==> config.mk <==
export PLATFORM = sky130hd
export DESIGN_NAME = display_scheduler
export DESIGN_NICKNAME = d
export VERILOG_FILES = /design/src/rtl/display_scheduler.sv
export SDC_FILE = /design/constraint.sdc
export NUM_CORES = 1
export LEC_CHECK = 0
export CAP_MARGIN = 25
export CELL_PAD_IN_SITES_DETAIL_PLACEMENT = 0
export CELL_PAD_IN_SITES_GLOBAL_PLACEMENT = 1
export CORE_ASPECT_RATIO = 2
export CORE_UTILIZATION = 40
export CTS_CLUSTER_DIAMETER = 30
export DETAILED_ROUTE_END_ITERATION = 6
export PLACE_DENSITY = 0.95
export SYNTH_ARGS = -nofsm -noshare
export SYNTH_HDL_FRONTEND = slang
export SYNTH_SLANG_ARGS = --single-unit
==> constraint.sdc <==
create_clock -name clk -period 5.6 [get_ports clk]
set_input_delay 1.12 -clock clk [delete_from_list [all_inputs] [get_ports clk]]
set_output_delay 1.12 -clock clk [all_outputs]
set_load 0.005 [all_outputs]
Fig. 1: run 1, cell outlines without signal wires
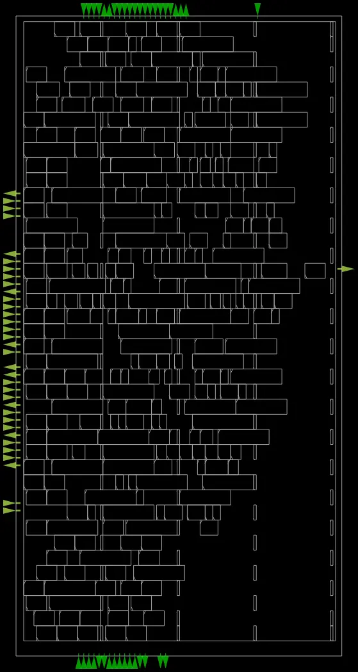
num rows: 41
Post-Route Utilization: 56.2%
non-filler cells, final: 387
sequential share of cell area: 35.6%
sequential cell count: 50

Fig. 2: run 1, nets reached from selected ports
(3 px per µm)
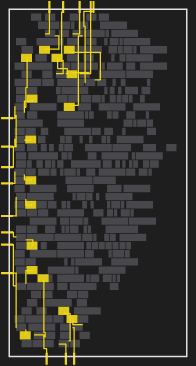
Yellow stands for msg1_val, bits 16, direction input, end cells 16, buffers 16, wire 361 µm.
I/O Pins: 73
Port-buffer cells: 72

Fig. 3: run 1, ports around the boundary
(6 px per µm) Pins as bars across the die edge, other pins in gray.
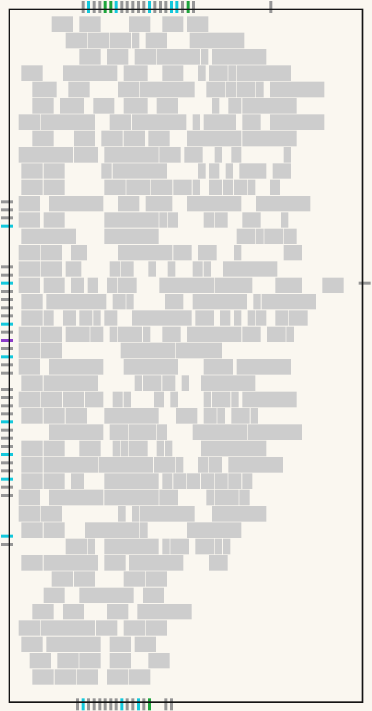
Purple stands for msg1_req, pins 1, direction input, edge left. Cyan stands for msg1_val, pins 16, direction input, edge 8 left, 5 top, 3 bottom. Green stands for hex3, pins 4, direction output, edge 3 top, 1 bottom.
die x size: 58.6 µm
die height: 115 µm

==> impl_metrics.json, run 1 <==
{
  "status": "complete, no violations",
  "vias": 2122,
  "tightest_slew_ps": 1040,
  "viasPerCell": 5.48,
  "grt_pass1_vias": 2235,
  "edf_count": 0,
  "setup_violations": 0,
  "post_cts_buffers": 0,
  "rrSetupSlack_ps": 2900,
  "hold_viol": 0,
  "critPathTopFamily": "AND-OR/OR-AND gates",
  "clk_pin_slew_ps": 60,
  "cp_max_fo": 17,
  "seq-power_mw": 0.385,
  "fillCellCount": 570,
  "peakVddDrop_v": 0.000193,
  "hpwl_um": 4640,
  "dp_cells": 378,
  "logic_gates": 164,
  "p_per_area_nw_per_um2": 238,
  "syn_inst": 230,
  "dominant_cells": "flip-flops and latches",
  "internal_power_mw": 0.655,
  "worst-path-buf-inv": 0,
  "nonClkBufAreaFrac_pct": 21.6,
  "cts_buffer_depth": 2,
  "drc": 0,
  "power.total_mw": 0.838,
  "n_all_buffers": 75,
  "placed_area_um2": 3330,
  "clk_share_pct": 4.69,
  "cts_max_level": 2
}
-- run 1: per-layer routing --
layer / GRT usage [%] / wire (µm) / vias up
met5: 0 / 0 / -
met4: 10.0 / 171 / 0
met3: 4.05 / 201 / 14
met2: 37.5 / 3670 / 60
met1: 23.5 / 2360 / 1050
li1: - / - / 998
-- run 1: worst reg2reg max path: cells and delay by family, from the launching register on --
kind	cells	cell delay, ps
AND-OR/OR-AND	3	1380
AND/OR/NAND/NOR	2	820
flip-flops	1	460
-- run 1: logic make-up (layout without fill, tap and decap cells) --
family          Yosys count  after routing  synth area share, %
xor+xnor                 25             25                 8.54
flops                    50             50                 48.8
buf+inv                  16             87                 3.66
compound gates           44             44                 17.3
simple gates             93             93                 20.8
fa+ha+maj                 2              2                0.975
-- run 1: cells in the final DEF, fill, tap and decap left out, types with 8 or more instances in the layout --
master / count
clkdlybuf4s50_1: 72
nand3_1: 9
dfrtp_1: 50
nand2_1: 14
a32o_1: 16
nor4_1: 8
xnor2_1: 13
a221o_1: 10
nor2_1: 31
xor2_1: 12
-- run 1: synth_stat cells (3+ instances only) --
| cell | instances | area [µm²] |
|---|---|---|
| nand4_1 | 6 | 37.5 |
| dfrtp_1 | 50 | 1250 |
| a21oi_1 | 5 | 25.0 |
| nand3_1 | 9 | 45.0 |
| inv_1 | 4 | 15.0 |
| nand2_1 | 14 | 52.6 |
| nor3_1 | 4 | 20.0 |
| clkbuf_1 | 4 | 15.0 |
| a221o_2 | 6 | 67.6 |
| a32o_1 | 16 | 160 |
| nor2_1 | 31 | 116 |
| xnor2_1 | 13 | 114 |
| xor2_1 | 12 | 105 |
| buf_2 | 3 | 15.0 |
| a221o_1 | 10 | 100 |
| nor4_1 | 8 | 50.1 |
Fig. 4: run 1, logic cells by family
(6 px per µm)
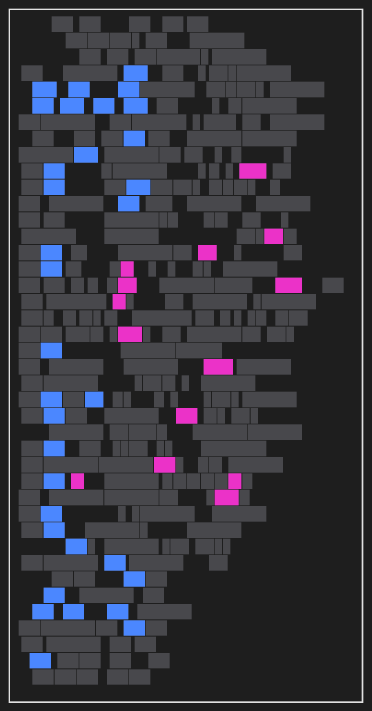

==> run 1 -> run 2 <==
- CORE_UTILIZATION: 40 -> 37
- PLACE_DENSITY: 0.95 -> 0.91
- clock period: 5.6 -> 2.75 ns (I/O delays scaled with it)
Fig. 5: run 2, logic cells by family
(4 px per µm)
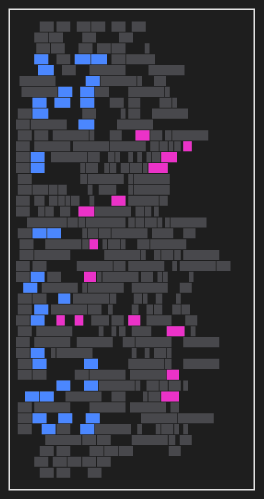
Magenta stands for AND and OR gates, cells 14. Blue stands for AND-OR and OR-AND gates, cells 33, most used a32o_1, where a column on the left.
logic share of the area: 34.6%
most frequent logic cell in the layout: clkdlybuf4s50_1
non-filler cells, final: 391

Fig. 6: run 2, cell sizes after repair
(4 px per µm)
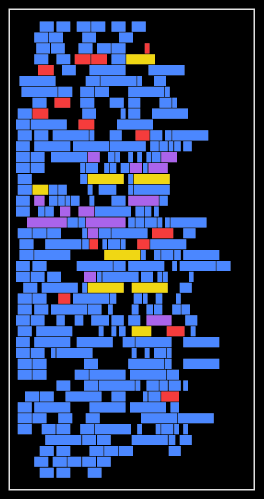
Purple stands for drive 3 to 4, cells 13, most used buf_4. Red stands for drive 2, cells 14, most used a221o_2. Yellow stands for drive 6 and up, cells 8, most used clkbuf_16. Blue stands for drive 1 or less, cells 268, most used clkdlybuf4s50_1.
bufs w/o clock: 77
final worst setup slack: 491 ps
Non-Filler Cell Area, Final: 3530 µm²

==> run 2 against run 1 <==
Worst hold slack lost 6.2 ps. Via count grew 0.47%. Setup slack lost 2400 ps. Largest power group unchanged. Final cell count grew 1.0%. Sequential power grew 100%. Synthesized area is the same. Die area grew 7.9%. Wire length shrank 1.4%. Core utilization shrank 3.4 points. Non-clock buffer count grew 2. Sequential share of layout area shrank 0.088 points. Critical path depth grew 1.
==> impl_metrics.json, run 2 <==
{
  "yosys.area_share.adder_pct": 0.976,
  "clk_pin_slew_ps": 70,
  "edf_count": 0,
  "rrSetupSlack_ps": 490,
  "grt_pass1_vias": 2269,
  "syn_inst": 230,
  "hold_viol": 0,
  "viasPerCell": 5.45,
  "simple_gate_area_share_pct": 20.8,
  "fillCellCount": 578,
  "ys_sh_mux_pct": 0,
  "hpwl_um": 4690,
  "portBuffers": 72,
  "critPathTopFamily": "simple AND/OR/NAND/NOR gates",
  "worst-path-buf-inv": 0,
  "yosys.area.top_type": "dfrtp_1",
  "status": "complete, no violations",
  "p_per_area_nw_per_um2": 465,
  "synth_dominant_cell_count": "dfrtp_1",
  "cts_buffer_depth": 2
}
-- run 2: cell families after synthesis --
group / count (synthesis)
buffers and inverters: 16
DFF: 50
xor gates and xnor gates: 25
and+or+nand+nor: 93
AOI/OAI and AO/OA: 44
adders and majority gates: 2
-- run 2: area by class of cell --
cell class / count / area, µm² / share of cell area [%]
clock buffers: 6 / 139 / 3.94
clock inverters: 2 / 17.5 / 0.497
inverters: 4 / 15.0 / 0.426
multi-input cells: 164 / 1220 / 34.6
flip-flops and latches: 50 / 1250 / 35.5
well taps: 88 / 110 / 3.12
repair buffers: 77 / 774 / 22.0
-- run 2: stage by stage --
| step | area (µm²) | utilization (%) |
|---|---|---|
| global route | 3530 | 52.8 |
| floorplan | 2560 | - |
| finish | 3530 | 52.8 |
| detailed placement | 3370 | 50.5 |
| global placement | 3360 | 50.3 |
| CTS | 3530 | 52.8 |
-- run 2: where the power goes --
group	switching [mW]	internal, mW
registers	0.0192	0.764
logic	0.0753	0.143
clock network	0.273	0.365
-- run 2: routing by layer --
metal,track usage [%],part of all wire [%],vias up
met3,2.59,2.6,6
met4,5.82,1.4,0
met5,0,0,-
met1,23.6,39,1070
met2,34.3,57,47
li1,-,-,1009
Power is estimated from default activity; no workload was simulated.
